===== src/rtl/osc_sched_pkg.sv =====
// osc_scheduler shared definitions
// FSM state codes and width defaults
package osc_sched_pkg;

  localparam int N_OSC_DEF      = 2;
  localparam int DT_WIDTH_DEF   = 32;
  localparam int TIME_WIDTH_DEF = 48;

  localparam logic [1:0] S_IDLE  = 2'd0;
  localparam logic [1:0] S_LOAD  = 2'd1;
  localparam logic [1:0] S_MIN   = 2'd2;
  localparam logic [1:0] S_APPLY = 2'd3;

endpackage


===== src/rtl/osc_sched_chan.sv =====
// osc_scheduler per-channel oscillator
// remaining-time counter, toggle and reload
module osc_sched_chan
  import osc_sched_pkg::*;
#(
  parameter int DT_WIDTH = DT_WIDTH_DEF
) (
  input  logic                clk_i,
  input  logic                rst_ni,
  input  logic                load,
  input  logic                apply,
  input  logic [DT_WIDTH-1:0] dt_q,
  input  logic [DT_WIDTH-1:0] t_lo,
  input  logic [DT_WIDTH-1:0] t_hi,
  output logic [DT_WIDTH-1:0] rem,
  output logic                osc
);

  logic [DT_WIDTH-1:0] lo_c;
  logic [DT_WIDTH-1:0] hi_c;

  // zero half-periods clamp to 1 so time always advances
  always_comb begin
    lo_c = t_lo;
    hi_c = t_hi;
    if (t_lo == '0) lo_c = DT_WIDTH'(1);
    if (t_hi == '0) hi_c = DT_WIDTH'(1);
  end

  // load, count down, or toggle and reload on edge
  always_ff @(posedge clk_i or negedge rst_ni) begin
    if (!rst_ni) begin
      rem <= '0;
      osc <= 1'b0;
    end else if (load) begin
      rem <= lo_c;
      osc <= 1'b0;
    end else if (apply) begin
      if (rem == dt_q) begin
        osc <= ~osc;
        rem <= osc ? lo_c : hi_c;
      end else begin
        rem <= rem - dt_q;
      end
    end
  end

endmodule


===== src/rtl/osc_scheduler.sv =====
// osc_scheduler top: FSM, min reduction
// and emulation-time accumulator
module osc_scheduler
  import osc_sched_pkg::*;
#(
  parameter int N_OSC      = N_OSC_DEF,
  parameter int DT_WIDTH   = DT_WIDTH_DEF,
  parameter int TIME_WIDTH = TIME_WIDTH_DEF
) (
  input  logic                           clk_i,
  input  logic                           rst_ni,
  input  logic                           en_i,
  input  logic [N_OSC-1:0][DT_WIDTH-1:0] t_lo_i,
  input  logic [N_OSC-1:0][DT_WIDTH-1:0] t_hi_i,
  output logic [N_OSC-1:0]               osc_o,
  output logic [TIME_WIDTH-1:0]          emu_time_o,
  output logic [DT_WIDTH-1:0]            dt_o,
  output logic                           step_o,
  output logic                           ovf_o
);

  localparam int SW =
    (TIME_WIDTH > DT_WIDTH ? TIME_WIDTH : DT_WIDTH) + 1;

  logic [1:0]          state;
  logic                loaded;
  logic [DT_WIDTH-1:0] dt_q;
  logic [DT_WIDTH-1:0] dt_min;
  logic [DT_WIDTH-1:0] rem [N_OSC];
  logic [SW-1:0]       sum;
  logic                load_c;
  logic                apply_c;

  assign load_c  = (state == S_LOAD);
  assign apply_c = (state == S_APPLY);

  for (genvar g = 0; g < N_OSC; g++) begin : g_chan
    osc_sched_chan #(
      .DT_WIDTH(DT_WIDTH)
    ) u_chan (
      .clk_i (clk_i),
      .rst_ni(rst_ni),
      .load  (load_c),
      .apply (apply_c),
      .dt_q  (dt_q),
      .t_lo  (t_lo_i[g]),
      .t_hi  (t_hi_i[g]),
      .rem   (rem[g]),
      .osc   (osc_o[g])
    );
  end

  // smallest remaining time-to-edge across channels
  always_comb begin
    dt_min = rem[0];
    for (int i = 1; i < N_OSC; i++) begin
      if (rem[i] < dt_min) dt_min = rem[i];
    end
  end

  // widened add exposes the wrap as upper bits
  always_comb begin
    sum = SW'(emu_time_o) + SW'(dt_q);
  end

  // sequencing, step strobe and time accumulation
  always_ff @(posedge clk_i or negedge rst_ni) begin
    if (!rst_ni) begin
      state      <= S_IDLE;
      loaded     <= 1'b0;
      dt_q       <= '0;
      emu_time_o <= '0;
      dt_o       <= '0;
      step_o     <= 1'b0;
      ovf_o      <= 1'b0;
    end else begin
      step_o <= 1'b0;
      unique case (state)
        S_IDLE: begin
          if (en_i) state <= loaded ? S_MIN : S_LOAD;
        end
        S_LOAD: begin
          loaded <= 1'b1;
          state  <= S_MIN;
        end
        S_MIN: begin
          dt_q  <= dt_min;
          state <= en_i ? S_APPLY : S_IDLE;
        end
        S_APPLY: begin
          emu_time_o <= sum[TIME_WIDTH-1:0];
          if (|sum[SW-1:TIME_WIDTH]) ovf_o <= 1'b1;
          dt_o   <= dt_q;
          step_o <= 1'b1;
          state  <= S_MIN;
        end
        default: state <= S_IDLE;
      endcase
    end
  end

endmodule


===== config.mk =====
export PLATFORM = sky130hd
export DESIGN_NAME = osc_scheduler
export DESIGN_NICKNAME = d
export VERILOG_FILES = /design/src/rtl/osc_sched_pkg.sv /design/src/rtl/osc_sched_chan.sv /design/src/rtl/osc_scheduler.sv
export SDC_FILE = /design/constraint.sdc
export NUM_CORES = 1
export LEC_CHECK = 0
export CAP_MARGIN = 20
export CELL_PAD_IN_SITES_DETAIL_PLACEMENT = 0
export CELL_PAD_IN_SITES_GLOBAL_PLACEMENT = 1
export CORE_ASPECT_RATIO = 0.9
export CORE_MARGIN = 5
export CORE_UTILIZATION = 49
export DETAILED_ROUTE_END_ITERATION = 6
export DONT_BUFFER_PORTS = 1
export PLACE_DENSITY_LB_ADDON = 0.1
export SLEW_MARGIN = 0
export SYNTH_ARGS = -nofsm -noshare
export SYNTH_HDL_FRONTEND = slang
export SYNTH_SLANG_ARGS = --single-unit

===== constraint.sdc =====
create_clock -name clk_i -period 4.2 [get_ports clk_i]
set_input_delay 0.84 -clock clk_i [delete_from_list [all_inputs] [get_ports clk_i]]
set_output_delay 0.84 -clock clk_i [all_outputs]
set_load 0.02 [all_outputs]

run_1/flops_by_reg.png
The bar under the picture is 50 um long. Other sequential cells in the stronger gray, the rest of the logic in the fainter gray.
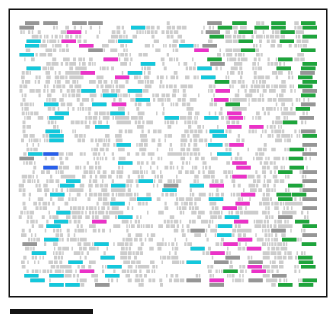
Cyan shows g_chan.u_chan.rem, placed flops 64. Blue shows state, placed flops 2. Green shows emu_time_o, placed flops 48, where a vertical strip on the right. Magenta shows dt_q, placed flops 32.
P_seq: 0.00399 W
Reg area: 4580 um2

run_1/logic_types.png
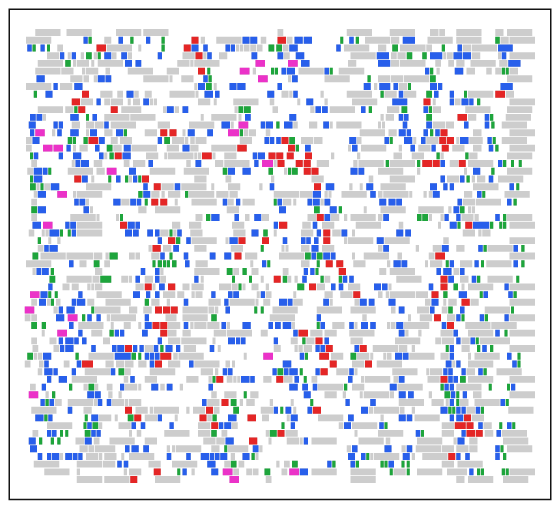
Red shows AND-OR and OR-AND gates, cells 108, most used a21o_1. Blue shows inverting AOI/OAI gates, cells 527, most used o21ai_0, where all over the die. Magenta shows multiplexers, cells 22, most used mux2i_1. Green shows NAND gates, cells 244, most used nand2_1, where all over the die.
combinational share of cell area: 58.8%
final std cells w/o fill: 2106
most frequent logic cell in the layout: dfrtp_1

==> impl_metrics.toml, run 1 <==
# yosys + openroad results
[global_routing]
grt_pass1_vias = 12875
grt.overflow.total = 0
antenna_found_initial = 2
grt_first_pass_wirelength_mm = 78.7
gr-usage-all-layers_pct = 30.7

[timing]
timing.hold.ws_ns = 0.0806
finalSetupViolations = 0
setup_tns_ns = 0
slew_viol_final = 0
post-route-period-util_pct = 86.7
slew_headroom_pct = 24.2
max_freq_ghz = 0.275
max_slew.worst_pin.slew_ns = 1.14
clock_skew_ns = 0.0156
hold_viol = 0
rsz0062_at_grt = "no"
fin_crit_ns = 3.64

[drt]
highest_layer = "met5"
drtIter0Drc = 1188
wl_met1_mm = 23.9
wire_per_inst_um = 24.6
firstDrtPassIters = 5
ant_nets = 0
met2_length_mm = 21.5
viasPerCell = 6.47
drc_errors = 0
wl_met3_mm = 4.72

[pwr]
p_clk_w = 0.00163
intPower_w = 0.00769
leakage_nw = 6.98
seq_power_share_pct = 24.4
powerDensity_nw_per_um2 = 1070
p_switching_w = 0.00868
combPwrFrac_pct = 65.7
pwr.group.combinational_w = 0.0108
irDropWorstVdd_v = 0.000379
p_clk_share_pct = 10.0

[placed_design]
placed_area_um2 = 14800
place_ws_ns = 0.561
gp_congestion = 1.03
post-dp-hpwl_mm = 40.8
numPortBuffers = 0

[cells_and_area]
final_area_um2 = 15300
diodes = 0
seq-cell-share_pct = 29.9
logic_area_um2 = 9020
biggestCellCategory = "multi-input combinational cells"
inverters = 122
final-nonclk-buf-share_pct = 1.35
comb_cells = 1347
nets = 1956
layout_top_cells = "dfrtp_1, nand2_1, o21ai_0"
fillers = 2774
signal_buffers = 26
top_register = "g_chan.u_chan.rem"
clock_cell_area_share_pct = 3.77
flops = 183
clkbuf_count = 20
reg_top3 = "g_chan.u_chan.rem (64), emu_time_o (48)"
areaGrowthSynthToFinish_pct = 6.66
drive_gt1_share_pct = 4.85

[floorplanning]
die_h_um = 173
chip_area_um2 = 32900
fp_util_pct = 49.7
taps = 396
core_area_um2 = 28900
num_io_pins = 215
dieWidth_um = 191

[critical_path]
endpoint = "g_chan[1].u_chan.rem[31]$_DFFE_PN0P_"
cp_max_fo = 6
rr_startpoint = "dt_q[1]$_DFFE_PN0N_"
cp_slowest_stage_delay_ns = 0.63
path_delay_family = "AND-OR/OR-AND gates"
slowest_stage = "dfrtp_1"
crit_type = "reg -> reg"
crit_buf_inv = 1
crit_cells = 12
end_kind = "register"
worstPathRequired_ns = 4.52
regToRegEndpoint = "g_chan[1].u_chan.rem[31]$_DFFE_PN0P_"
r2r_setup_slack_ns = 0.56
worstSetupStartpointType = "register"
cp_cell_sequence = "inv_1 -> ha_1 -> nor2b_1 -> o211ai_1 -> a31oi_1 -> o41ai_2 -> o21ai_1 -> a31oi_1 -> o21ai_1 -> xnor2_1 -> a32oi_1 -> o21ai_0"
startpoint = "dt_q[1]$_DFFE_PN0N_"
r2r_cells = 12
critPathArrivalTime_ns = 3.96

[clock_tree]
cts.sinks = 183
numCtsBuffers = 17
htree_levels = 4
clockBufferDepth = 2
post_cts_buffers = 0
clkTransAtPathRegs_ns = 0.08
cts_root_buf = "clkbuf_16"
hold_buffers = 0
cts_resized = 0
clkLatencyLatePin_ns = 0.45
cts_tree = "done"

[yosys]
edf_count = 0
area_leaders = "dfrtp_1, ha_1, o21ai_0"
synth_cells = 1738
netlist_top_cells_count = "dfrtp_1, nand2_1, o21ai_0, a21oi_1, ha_1"
yosys.area.top_type = "dfrtp_1"
synth_warnings = 0
ys_cells = 1738
syn_nets = 1997
numSynthFlops = 183
ys_types = 75
syn-cell-area_um2 = 14400
async_flop_share_pct = 100
top_area_share_pct = 31.8
most_common_cell = "dfrtp_1"
yosysSeqAreaShare_pct = 31.8
flop_cell = "dfrtp_1"

[run]
maxCapViolations = 0
warnings = 28

[status]
status = "complete, no violations"
run_1/layer_met4.png
The bar under the picture is 50 um long.
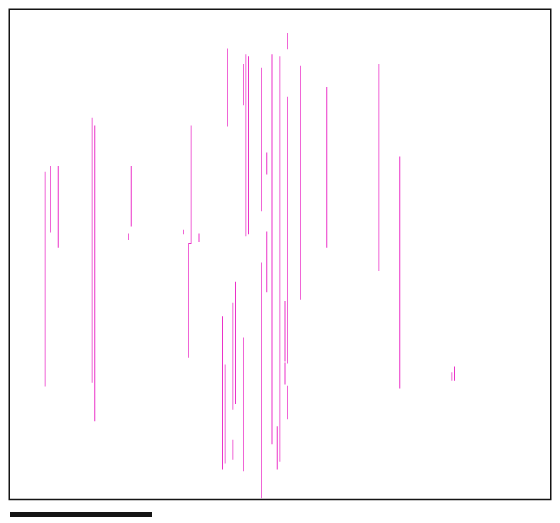
33 nets have wire on it. The longest straight run is 143 um. The layer holds 3.3% of the routed length. The wires run mostly vertical.
drt total wl: 51.9 mm
via count: 13633

run_1/congestion.png
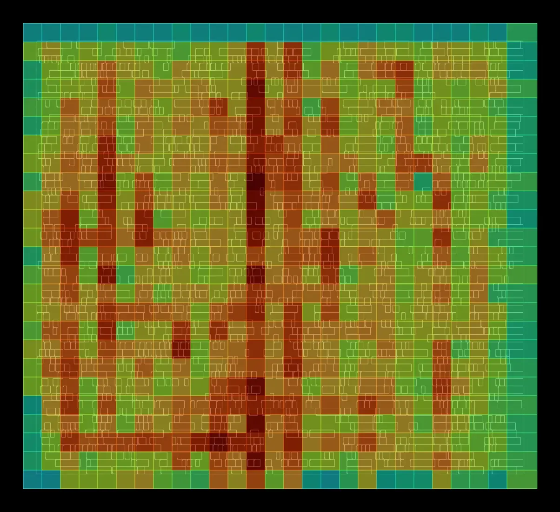
global route hottest layer: met1
met1 Track Usage GR: 46.1%
post-route core utilization: 53.0%
Global Route met2 Usage: 43.4%
GR Util met3: 7.24%

==> run 1: kinds of logic after synthesis <==
family          count (synthesis)  share of synthesized area, %
xor+xnor                       90                          5.48
flops                         183                          31.8
buf+inv                       208                          5.54
fa+ha+maj                     128                          11.3
compound gates                635                          28.7
mux                            22                          1.55
simple gates                  472                          15.6
==> run 1: through the flow <==
stage / total power, W / utilization [%] / instances
after floorplan: 0.0116 / - / 1738
after global placement: 0.0145 / 51.0 / 2074
after detailed placement: 0.0145 / 51.0 / 2074
after CTS: 0.0162 / 53.0 / 2106
after global routing: 0.0177 / 53.0 / 2106
final: 0.0164 / 53.0 / 2106
run_1/wires.png
Only two layers are drawn.
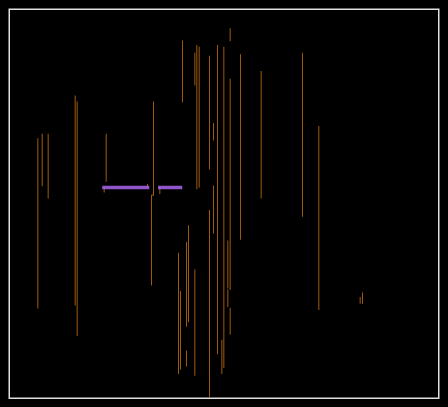

## Run 2: what changed since run 1
--- a/config.mk
+++ b/config.mk
@@ -8,7 +8,7 @@
 export CAP_MARGIN = 20
 export CELL_PAD_IN_SITES_DETAIL_PLACEMENT = 0
 export CELL_PAD_IN_SITES_GLOBAL_PLACEMENT = 1
-export CORE_ASPECT_RATIO = 0.9
+export CORE_ASPECT_RATIO = 0.8
 export CORE_MARGIN = 5
 export CORE_UTILIZATION = 49
 export DETAILED_ROUTE_END_ITERATION = 6
run_2/wires.png
Only two layers are drawn.
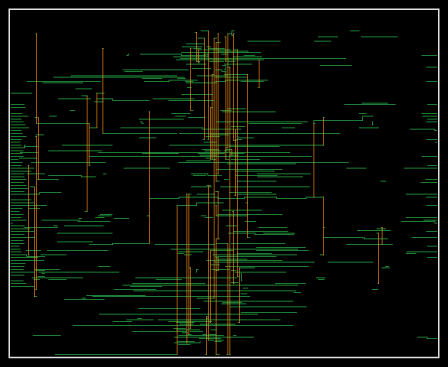
Green shows metal 3, wire length 5320 um. Orange shows metal 4, wire length 2080 um.
drt wl/cell: 25.9 um
via count: 13746
GRT Util Overall: 32.3%
drt total wl: 54.2 mm

run_2/logic_types.png
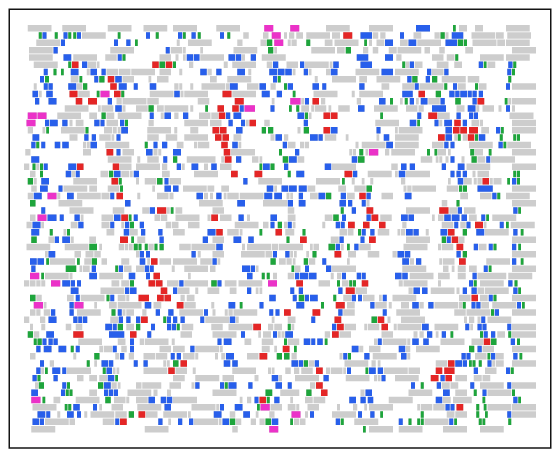
Magenta shows multiplexers, cells 22, most used mux2i_1. Blue shows inverting AOI/OAI gates, cells 527, most used o21ai_0, where all over the die. Red shows AND-OR and OR-AND gates, cells 108, most used a21o_1, where all over the die. Green shows NAND gates, cells 244, most used nand2_1, where all over the die.
final std cells w/o fill: 2095
combinational share of cell area: 58.8%

==> run 2 against run 1 <==
Net effect:
- clock power barely moved
- combinational power hardly changed
- hold slack better by 0.0056 ns
- cell count is 0.52% lower
- fmax about the same
- sequential share of layout area about the same
- synthesized area stayed put
- register-to-register slack is essentially flat
- total power grew 1.4%
- wire length grew 4.5%
- critical path type unchanged
- highest routed layer is now met4
==> impl_metrics.toml, run 2 <==
# yosys + openroad results
[yosys]
netlist_top_cells_count = "dfrtp_1, nand2_1, o21ai_0, a21oi_1, ha_1"
synth.avg_cell_area_um2 = 8.27
adder_share_pct = 11.3
ys_chip_area_um2 = 14400
area_leaders = "dfrtp_1, ha_1, o21ai_0"
top_area_share_pct = 31.8
yosysSeqAreaShare_pct = 31.8
ys_cells = 1738
syn-cell-area_um2 = 14400
ys_types = 75
most_common_cell = "dfrtp_1"
flop_cell = "dfrtp_1"
synthAoiAreaFrac_pct = 28.7
async_flop_share_pct = 100
numSynthFlops = 183
synth_warnings = 0
xor_share_pct = 5.48
syn_nets = 1997
synth_cells = 1738
yosys.area.top_type = "dfrtp_1"
edf_count = 0
logic_family = "AND-OR/OR-AND gates"
mux_area_share_pct = 1.55
simple_gate_share_pct = 15.6

[clock_tree]
htree_levels = 4
post_cts_buffers = 0
cts_resized = 0
numCtsBuffers = 17
cts_tree = "done"
cts.sinks = 183
clockBufferDepth = 2
clkTransAtPathRegs_ns = 0.07
hold_buffers = 0
clkLatencyLatePin_ns = 0.45
cts_root_buf = "clkbuf_16"

[timing]
clock_skew_ns = 0.0161
timing.hold.ws_ns = 0.0862
max_freq_ghz = 0.275
setup_tns_ns = 0
rsz0062_at_grt = "no"
slew_viol_final = 0
post-route-period-util_pct = 86.7
finalSetupViolations = 0
fin_crit_ns = 3.64
worst_slack_ns = 0.559
max_slew.worst_pin.slew_ns = 0.968
slew_headroom_pct = 35.3
hold_viol = 0

[critical_path]
path_delay_family = "AND-OR/OR-AND gates"
crit_buf_inv = 0
r2r_setup_slack_ns = 0.56
endpoint = "emu_time_o[36]$_DFFE_PN0P_"
regToRegEndpoint = "emu_time_o[36]$_DFFE_PN0P_"
timing.critical_path.mode_cell = "a21oi_1"
worstPathRequired_ns = 4.57
rr_startpoint = "dt_q[0]$_DFFE_PN0N_"
r2r_cells = 12
startpoint = "dt_q[0]$_DFFE_PN0N_"
cp_slowest_stage_delay_ns = 0.51
crit_cells = 12
worstSetupStartpointType = "register"
end_kind = "register"
crit_type = "reg -> reg"
slowest_stage = "dfrtp_1"
cp_max_fo = 5
critPathArrivalTime_ns = 4.01
cp_cell_sequence = "ha_1 -> fa_1 -> a21oi_1 -> o21bai_1 -> a2111o_1 -> a21oi_1 -> a22o_2 -> o31ai_1 -> a31oi_1 -> o21ai_0 -> nand4_1 -> xnor2_1"

[pwr]
top_power_group = "combinational cells"
finalPower_w = 0.0166
pg_seq_w = 0.00399
irDropWorstVdd_v = 0.000375
p_switching_w = 0.00887
swShare_pct = 53.4
leakage_nw = 6.99
powerDensity_nw_per_um2 = 1080
seq_power_share_pct = 24.0
p_clk_w = 0.00164
intPower_w = 0.00774
pwr.group.combinational_w = 0.0110
p_clk_share_pct = 9.9
combPwrFrac_pct = 66.1

[global_routing]
antenna_found_initial = 2
grtUsageMet2_pct = 45.5
grt_max_degree = 184
met1_usage_pct = 47.9
grt.overflow.total = 0
use_met3_pct = 8.06
grt_first_pass_wirelength_mm = 81.6
busiest_layer = "met1"
grt_pass1_vias = 13144

[status]
status = "complete, no violations"

[floorplanning]
num_io_pins = 215
dieWidth_um = 202
fp-row-count = 56
chip_area_um2 = 32900
core_area_um2 = 29100
fp_util_pct = 49.3
die_h_um = 163

[placed_design]
post-place-cells = 2057
placed_area_um2 = 14700
numPortBuffers = 0
post-dp-hpwl_mm = 42.3
place_ws_ns = 0.557
gp_congestion = 1.13

[cells_and_area]
largest_register_ff_count = 64
drive_gt1_share_pct = 5.02
areaGrowthSynthToFinish_pct = 6.64
reg_top3 = "g_chan.u_chan.rem (64), emu_time_o (48)"
layout_top_cells = "dfrtp_1, nand2_1, o21ai_0"
top_register = "g_chan.u_chan.rem"
layout_top_cell = "dfrtp_1"
final_core_util_pct = 52.6
fillers = 2801
logic_area_um2 = 9020
seq_area_um2 = 4580
final_area_um2 = 15300
nets = 1959

[drt]
wl_met1_mm = 24.8
wl_met3_mm = 5.32
firstDrtPassIters = 6
drtIter0Drc = 1572
highest_layer = "met4"
viasPerCell = 6.56
ant_nets = 0
met2_length_mm = 22.0
drc_errors = 0

[min_path]
hold_class = "in -> async"

[run]
maxCapViolations = 0
warnings = 29
-- run 2: cell counts after synthesis --
No cell type changed its count.
-- run 2: layout make-up --
type                    count  area share, %
diodes                      5         0.0816
clock buffers              19           2.82
clock inverters            13          0.938
inverters                 122           2.99
multi-input cells        1347           58.8
flip-flops and latches    183           29.9
well taps                 377           3.08
repair buffers             29           1.42
-- run 2: worst min path at each step --
stage                       startpoint                         to
floorplan           loaded$_DFFE_PN0P_       state[0]$_DFFE_PN0P_
global placement    loaded$_DFFE_PN0P_       state[0]$_DFFE_PN0P_
detailed placement  loaded$_DFFE_PN0P_       state[0]$_DFFE_PN0P_
CTS                             rst_ni        dt_o[2]$_DFFE_PN0P_
global route                    rst_ni  emu_time_o[3]$_DFFE_PN0P_
finish                          rst_ni  emu_time_o[3]$_DFFE_PN0P_
Power and IR drop assume default switching activity.
